<file path="src/rtl/safety_interlock_if.sv">
// ----------------------------------------------------------------------------
// safety_interlock_if
//   Bundles the limit-checker fail lines, host controls and interlock status
//   outputs that connect to safety_interlock. Clock and reset are not part of
//   the bundle. They stay as plain ports on the design.
//
//   Parameter
//     CNT_W   width of each per-source fault counter (must match the design)
//
//   Signals (direction given from the interlock's point of view)
//     pulse_lower_limit_fail  in     width-below-limit fail from checker
//     pulse_upper_limit_fail  in     width-above-limit fail from checker
//     rate_lower_limit_fail   in     rate-below-limit fail from checker
//     laser_ready             in     laser driver ready
//     arm                     in     level: host requests laser enable
//     clear_req               in     pulse: host requests fault clear
//     cnt_clr                 in     pulse: zero all fault counters
//     laser_enable            out    registered enable to laser gate
//     fault_latched           out    high in FAULT, CLEARING, HOLDOFF
//     fault_src               out    {rate_low, width_high, width_low} at trip
//     clear_fail              out    clear strobe to limit checker
//     state_o                 out    FSM state for status readback
//     cnt_width_low           out    width-low fault count
//     cnt_width_high          out    width-high fault count
//     cnt_rate_low            out    rate-low fault count
//
//   Modports
//     master  host / checker side (drives the inputs)
//     slave   the interlock itself
// ----------------------------------------------------------------------------
interface safety_interlock_if #(
  parameter int unsigned CNT_W = 16
);
  logic             pulse_lower_limit_fail;
  logic             pulse_upper_limit_fail;
  logic             rate_lower_limit_fail;
  logic             laser_ready;
  logic             arm;
  logic             clear_req;
  logic             cnt_clr;
  logic             laser_enable;
  logic             fault_latched;
  logic [2:0]       fault_src;
  logic             clear_fail;
  logic [2:0]       state_o;
  logic [CNT_W-1:0] cnt_width_low;
  logic [CNT_W-1:0] cnt_width_high;
  logic [CNT_W-1:0] cnt_rate_low;

  modport master (
    output pulse_lower_limit_fail, pulse_upper_limit_fail, rate_lower_limit_fail,
    output laser_ready, arm, clear_req, cnt_clr,
    input  laser_enable, fault_latched, fault_src, clear_fail, state_o,
    input  cnt_width_low, cnt_width_high, cnt_rate_low
  );

  modport slave (
    input  pulse_lower_limit_fail, pulse_upper_limit_fail, rate_lower_limit_fail,
    input  laser_ready, arm, clear_req, cnt_clr,
    output laser_enable, fault_latched, fault_src, clear_fail, state_o,
    output cnt_width_low, cnt_width_high, cnt_rate_low
  );
endinterface

</file>
<file path="src/rtl/safety_interlock.sv">
// ----------------------------------------------------------------------------
// safety_interlock
//   Downstream consumer of the pulse-width/rate limit checker. Any limit fail
//   while armed latches a sticky fault and drops the laser enable. The block
//   records which sources tripped and counts rising edges per source. Recovery
//   is sequenced as follows. A host clear_req drives the checker's clear_fail
//   for CLEAR_CYCLES cycles. The block then waits in HOLDOFF until
//   HOLDOFF_CYCLES consecutive quiet cycles have passed, and only then
//   returns to IDLE.
//
//   Parameters
//     CLEAR_CYCLES    cycles clear_fail is held high in CLEARING (>=1)
//     HOLDOFF_CYCLES  quiet cycles required in HOLDOFF before IDLE (>=1)
//     CNT_W           width of each per-source fault counter
//
//   Ports
//     clk   in  system clock
//     rst   in  synchronous reset, active-high, overrides everything
//     bus   safety_interlock_if.slave: fail inputs, host controls, status
//
//   Build option
//     FAULT_DEBOUNCE_EN  when defined, each fail input must be high for two
//                        consecutive cycles before it is honoured. Trip
//                        latency becomes N+2, and the counters count edges of
//                        the filtered signal. When undefined, the raw inputs
//                        are used and a trip takes effect at N+1.
// ----------------------------------------------------------------------------
module safety_interlock #(
  parameter int unsigned CLEAR_CYCLES   = 4,
  parameter int unsigned HOLDOFF_CYCLES = 1000,
  parameter int unsigned CNT_W          = 16
) (
  input  logic               clk,
  input  logic               rst,
  safety_interlock_if.slave  bus
);

  typedef enum logic [2:0] {
    S_IDLE     = 3'd0,
    S_ARMED    = 3'd1,
    S_FAULT    = 3'd2,
    S_CLEARING = 3'd3,
    S_HOLDOFF  = 3'd4
  } state_t;

  // A single down-counter serves both the CLEARING window and the HOLDOFF
  // quiet period. The two never overlap.
  localparam int unsigned TMR_MAX = (HOLDOFF_CYCLES > CLEAR_CYCLES) ? HOLDOFF_CYCLES
                                                                    : CLEAR_CYCLES;
  localparam int unsigned TMR_W   = $clog2(TMR_MAX + 1);
  localparam logic [TMR_W-1:0] CLEAR_LOAD   = TMR_W'(CLEAR_CYCLES - 1);
  localparam logic [TMR_W-1:0] HOLDOFF_LOAD = TMR_W'(HOLDOFF_CYCLES - 1);
  localparam logic [CNT_W-1:0] CNT_MAX      = {CNT_W{1'b1}};

  // --------------------------------------------------------------------------
  // Fail inputs, ordered {rate_low, width_high, width_low} to match fault_src.
  // --------------------------------------------------------------------------
  logic [2:0] fail_raw;
  logic [2:0] fail_vec;
  logic       fail_any;

  assign fail_raw = {bus.rate_lower_limit_fail,
                     bus.pulse_upper_limit_fail,
                     bus.pulse_lower_limit_fail};

`ifdef FAULT_DEBOUNCE_EN
  // Two-flop agreement: the current sample and the previous sample must both
  // be high before the input is treated as a fail.
  logic [2:0] fail_raw_q;

  always_ff @(posedge clk) begin
    if (rst) fail_raw_q <= '0;
    else     fail_raw_q <= fail_raw;
  end

  assign fail_vec = fail_raw & fail_raw_q;
`else
  assign fail_vec = fail_raw;
`endif

  assign fail_any = |fail_vec;

  // --------------------------------------------------------------------------
  // FSM
  // --------------------------------------------------------------------------
  state_t           state, state_next;
  logic [TMR_W-1:0] tmr, tmr_next;
  logic [2:0]       src, src_next;

  // NOTE: every variable assigned in this block is given a default first, so
  // no path leaves one unassigned and no latch is inferred.
  always_comb begin
    state_next = state;
    tmr_next   = tmr;
    src_next   = src;

    case (state)
      S_IDLE: begin
        if (bus.arm && bus.laser_ready && !fail_any) state_next = S_ARMED;
      end

      S_ARMED: begin
        // A fail takes priority over a disarm. Every source that is high in
        // the same cycle is captured.
        if (fail_any) begin
          state_next = S_FAULT;
          src_next   = fail_vec;
        end else if (!bus.arm || !bus.laser_ready) begin
          state_next = S_IDLE;
        end
      end

      S_FAULT: begin
        if (bus.clear_req) begin
          state_next = S_CLEARING;
          tmr_next   = CLEAR_LOAD;
        end
      end

      S_CLEARING: begin
        if (tmr == '0) begin
          state_next = S_HOLDOFF;
          tmr_next   = HOLDOFF_LOAD;
        end else begin
          tmr_next = tmr - 1'b1;
        end
      end

      S_HOLDOFF: begin
        // Any fail restarts the quiet period from the beginning.
        if (fail_any) begin
          tmr_next = HOLDOFF_LOAD;
        end else if (tmr == '0) begin
          state_next = S_IDLE;
          src_next   = '0;
        end else begin
          tmr_next = tmr - 1'b1;
        end
      end

      default: state_next = S_IDLE;
    endcase
  end

  logic laser_enable_q;
  logic fault_latched_q;
  logic clear_fail_q;

  // NOTE: state is updated with non-blocking assignments so that every flop
  // samples the pre-edge values, whatever order the statements appear in.
  always_ff @(posedge clk) begin
    if (rst) begin
      state           <= S_IDLE;
      tmr             <= '0;
      src             <= '0;
      laser_enable_q  <= 1'b0;
      fault_latched_q <= 1'b0;
      clear_fail_q    <= 1'b0;
    end else begin
      state           <= state_next;
      tmr             <= tmr_next;
      src             <= src_next;
      // Outputs are decoded from the next state, so they are glitch-free
      // flops that line up with state_o in the same cycle.
      laser_enable_q  <= (state_next == S_ARMED);
      fault_latched_q <= (state_next == S_FAULT)    ||
                         (state_next == S_CLEARING) ||
                         (state_next == S_HOLDOFF);
      clear_fail_q    <= (state_next == S_CLEARING);
    end
  end

  // --------------------------------------------------------------------------
  // Per-source rising-edge counters. They are active in every state and
  // saturate at CNT_MAX. cnt_clr takes precedence over a coincident edge.
  // --------------------------------------------------------------------------
  logic [2:0]       fail_prev;
  logic [2:0]       fail_rise;
  logic [CNT_W-1:0] cnt [3];

  assign fail_rise = fail_vec & ~fail_prev;

  // NOTE: the counter array is only three registers wide and is visible
  // status, so it is reset explicitly. It is not left to power-up values.
  always_ff @(posedge clk) begin
    if (rst) begin
      fail_prev <= '0;
      for (int i = 0; i < 3; i++) cnt[i] <= '0;
    end else begin
      fail_prev <= fail_vec;
      for (int i = 0; i < 3; i++) begin
        if (bus.cnt_clr)                             cnt[i] <= '0;
        else if (fail_rise[i] && (cnt[i] != CNT_MAX)) cnt[i] <= cnt[i] + 1'b1;
      end
    end
  end

  // --------------------------------------------------------------------------
  // Outputs
  // --------------------------------------------------------------------------
  assign bus.laser_enable   = laser_enable_q;
  assign bus.fault_latched  = fault_latched_q;
  assign bus.fault_src      = src;
  assign bus.clear_fail     = clear_fail_q;
  assign bus.state_o        = state;
  assign bus.cnt_width_low  = cnt[0];
  assign bus.cnt_width_high = cnt[1];
  assign bus.cnt_rate_low   = cnt[2];

endmodule

</file>
<file path="src/flat_wrapper.sv">
// flat-port wrapper written by rule: the top's interface ports become plain ports
module safety_interlock_flat 
#(
  parameter int unsigned CLEAR_CYCLES   = 4,
  parameter int unsigned HOLDOFF_CYCLES = 1000,
  parameter int unsigned CNT_W          = 16
)
  (clk, rst, bus_pulse_lower_limit_fail, bus_pulse_upper_limit_fail, bus_rate_lower_limit_fail, bus_laser_ready, bus_arm, bus_clear_req, bus_cnt_clr, bus_laser_enable, bus_fault_latched, bus_fault_src, bus_clear_fail, bus_state_o, bus_cnt_width_low, bus_cnt_width_high, bus_cnt_rate_low);
  safety_interlock_if #(.CNT_W(CNT_W)) bus_i ();
  input  logic clk;
  input  logic rst;
  input wire logic [$bits(bus_i.pulse_lower_limit_fail)-1:0] bus_pulse_lower_limit_fail;
  input wire logic [$bits(bus_i.pulse_upper_limit_fail)-1:0] bus_pulse_upper_limit_fail;
  input wire logic [$bits(bus_i.rate_lower_limit_fail)-1:0] bus_rate_lower_limit_fail;
  input wire logic [$bits(bus_i.laser_ready)-1:0] bus_laser_ready;
  input wire logic [$bits(bus_i.arm)-1:0] bus_arm;
  input wire logic [$bits(bus_i.clear_req)-1:0] bus_clear_req;
  input wire logic [$bits(bus_i.cnt_clr)-1:0] bus_cnt_clr;
  output wire logic [$bits(bus_i.laser_enable)-1:0] bus_laser_enable;
  output wire logic [$bits(bus_i.fault_latched)-1:0] bus_fault_latched;
  output wire logic [$bits(bus_i.fault_src)-1:0] bus_fault_src;
  output wire logic [$bits(bus_i.clear_fail)-1:0] bus_clear_fail;
  output wire logic [$bits(bus_i.state_o)-1:0] bus_state_o;
  output wire logic [$bits(bus_i.cnt_width_low)-1:0] bus_cnt_width_low;
  output wire logic [$bits(bus_i.cnt_width_high)-1:0] bus_cnt_width_high;
  output wire logic [$bits(bus_i.cnt_rate_low)-1:0] bus_cnt_rate_low;
  assign bus_i.pulse_lower_limit_fail = bus_pulse_lower_limit_fail;
  assign bus_i.pulse_upper_limit_fail = bus_pulse_upper_limit_fail;
  assign bus_i.rate_lower_limit_fail = bus_rate_lower_limit_fail;
  assign bus_i.laser_ready = bus_laser_ready;
  assign bus_i.arm = bus_arm;
  assign bus_i.clear_req = bus_clear_req;
  assign bus_i.cnt_clr = bus_cnt_clr;
  assign bus_laser_enable = bus_i.laser_enable;
  assign bus_fault_latched = bus_i.fault_latched;
  assign bus_fault_src = bus_i.fault_src;
  assign bus_clear_fail = bus_i.clear_fail;
  assign bus_state_o = bus_i.state_o;
  assign bus_cnt_width_low = bus_i.cnt_width_low;
  assign bus_cnt_width_high = bus_i.cnt_width_high;
  assign bus_cnt_rate_low = bus_i.cnt_rate_low;
  safety_interlock #(.CLEAR_CYCLES(CLEAR_CYCLES), .HOLDOFF_CYCLES(HOLDOFF_CYCLES), .CNT_W(CNT_W)) u_core (.clk(clk), .rst(rst), .bus(bus_i));
endmodule
</file>
<file path="config.mk">
export PLATFORM = sky130hd
export DESIGN_NAME = safety_interlock_flat
export DESIGN_NICKNAME = d
export VERILOG_FILES = /design/src/rtl/safety_interlock_if.sv /design/src/rtl/safety_interlock.sv /design/src/flat_wrapper.sv
export SDC_FILE = /design/constraint.sdc
export NUM_CORES = 1
export LEC_CHECK = 0
export CAP_MARGIN = 40
export CORE_UTILIZATION = 40
export CTS_CLUSTER_SIZE = 20
export DETAILED_ROUTE_END_ITERATION = 6
export GPL_TIMING_DRIVEN = 1
export HOLD_SLACK_MARGIN = 0.1
export MAX_ROUTING_LAYER = met4
export PLACE_DENSITY_LB_ADDON = 0.2
export SETUP_SLACK_MARGIN = 0.05
export SLEW_MARGIN = 40
export SYNTH_ARGS = -nofsm -noshare
export SYNTH_HDL_FRONTEND = slang
export SYNTH_SLANG_ARGS = --single-unit
export TNS_END_PERCENT = 30
</file>
<file path="constraint.sdc">
create_clock -name clk -period 2.85 [get_ports clk]
set_input_delay 0.57 -clock clk [delete_from_list [all_inputs] [get_ports clk]]
set_output_delay 0.57 -clock clk [all_outputs]
set_load 0.05 [all_outputs]
</file>
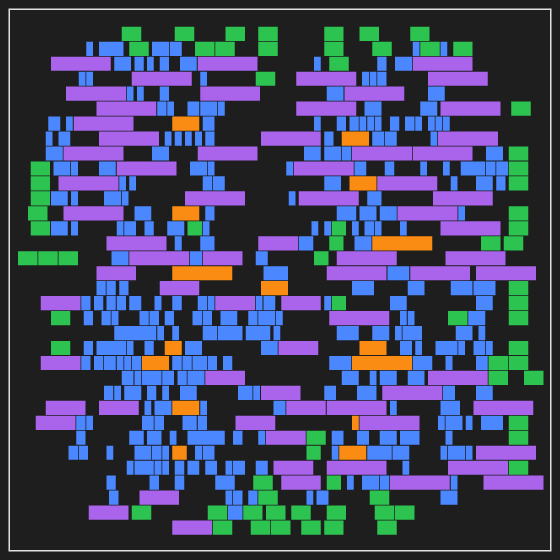
(images/placement_by_type.png)
| class | colour | cells | share of their area |
|---|---|---|---|
| sequential cells | purple | 70 | 41% |
| clock drivers and dummy loads | orange | 15 | 5.1% |
| remaining buffers and delay cells | green | 72 | 15% |
| combinational and other logic | blue | 286 | 38% |

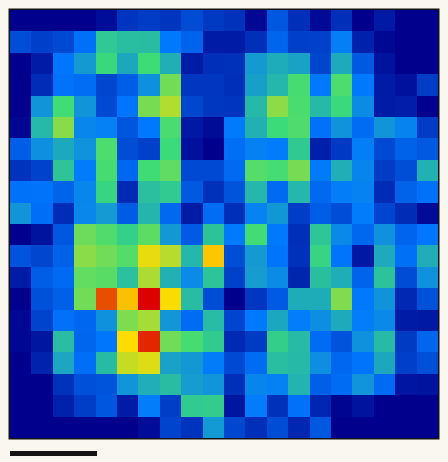
(images/metal_density.png)
Bar = 20 µm. The die is cut into 20 by 20 equal tiles; dark blue is low, red is high, scaled to the fullest tile. Values are wire area over tile area, all layers added.
fullest tile: 0.50
mean over tiles: 0.13
tiles over half the peak: 12%

==> deck_impl_summary.md <==
Implementation Results

Synth
  – Yosys warns: 0
  – Seq share, synth: between 50% and 60%
  – Dominant cell area share: between 30 and 40%
  – Yosys top cell by area: edfxtp_1
  – Synthesized area: about 3700 µm²
  – Synth area leaders: edfxtp_1, dfxtp_1, nor2_1, xor2_1, xnor2_1
  – Synth unique cells: 56

Clocking
  – Root buffer cell: clkbuf_8
  – CTS buffer count: 9
  – CTS Buffer Depth: 2

Layout
  – # clk buffers: 9
  – Sequential cell area share: 40.0%
  – Area Overhead vs Synth: 27.2%
  – Non-clk buf share: 14.9%
  – Signal inverters: 11

Global route
  – Met1 Usage GRT: between 20% and 30%
  – Met3 GRT Util: about 2.7%
  – GR Overflow Total: 0

Critical path
  – Worst reg-to-reg path cell count: 6
  – CP Capture Type: output pin
  – CP max-delay cell: clkdlybuf4s50_1
  – Worst path depth: 1
  – Reg2Reg Setup Slack: 700 ps
  – CP Capture Point: bus_state_o[1]
  – CP required: between 2000 and 2500 ps

Drt
  – Wirelength per Cell: around 14 µm
  – Remaining DRCs: 8
  – DR pass1 iterations: 7

Pwr
  – Worst vdd ir: between 0.2 and 0.25 mV
  – Flop pwr share: between 40% and 50%

Run
  – Max Cap Viol: 0

Outcome
  – Outcome: complete, but fails checks
  – Failing checks: design-rule violations

Floorplanning
  – Core ar.: 8850 µm²
  – Init Core Util: 41.8%

Place
  – Port bufs: between 60 and 70
  – GPL Wtd Cong: between 0.8 and 0.9

Timing
  – Final Cycle Share: about 87%
  – Final Skew: between 7 and 8 ps
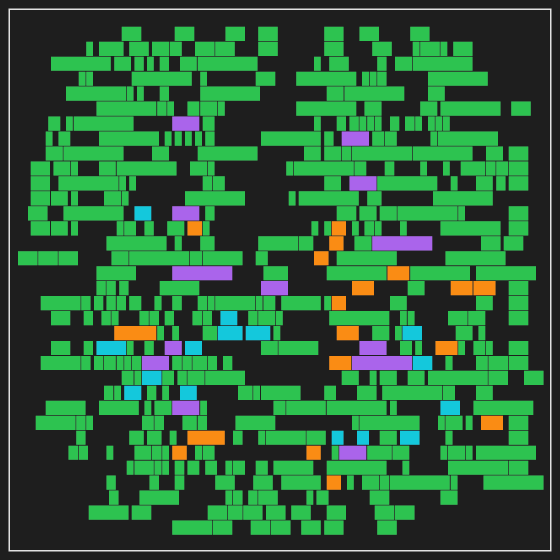
(images/sizes.png)
| size | colour | cells |
|---|---|---|
| _6 and larger | purple | 13 |
| _0 and _1 cells | green | 397 |
| _3 and _4 cells | orange | 18 |
| _2 cells | cyan | 15 |
nonclk buf count: 72
design area: 4710 µm²

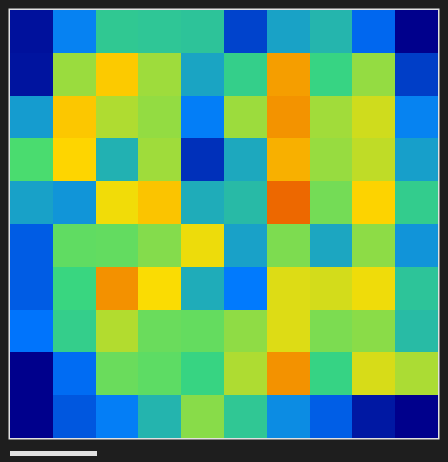
(images/cell_density.png)
Bar = 20 µm. The die is cut into 10 by 10 equal tiles; dark blue is low, red is high, 0 to 100% covered.
tiles over 75% full: 11%
fullest tile: 88%
nearly empty tiles: 4.0%
emptiest ninth of the die: bottom left

[registers in the layout, indices dropped and copies added, names as in the netlist]
name	cells
u_core.bus.fault_src	3
u_core.bus.state_o	3
u_core.bus.clear_fail	1
u_core.tmr	10
u_core.bus.laser_enable	1
u_core.fail_prev	3
u_core.bus.fault_latched	1
u_core.cnt	48
[per-stage QoR]
step                      std cells  total power, µW  hold WS, ps
final                           551             2470          482
after global routing            551             2550          526
after CTS                       551             2500          491
after detailed placement        536             1530          480
after global placement          536             1530          470
after floorplan                 365             1410          481
[cell families after synthesis]
kind of cell	Yosys count
AOI/OAI and AO/OA	59
DFF	70
and+or+nand+nor	173
buffers and inverters	20
adders and majority gates	4
xor gates and xnor gates	39
Power and IR drop assume default switching activity.
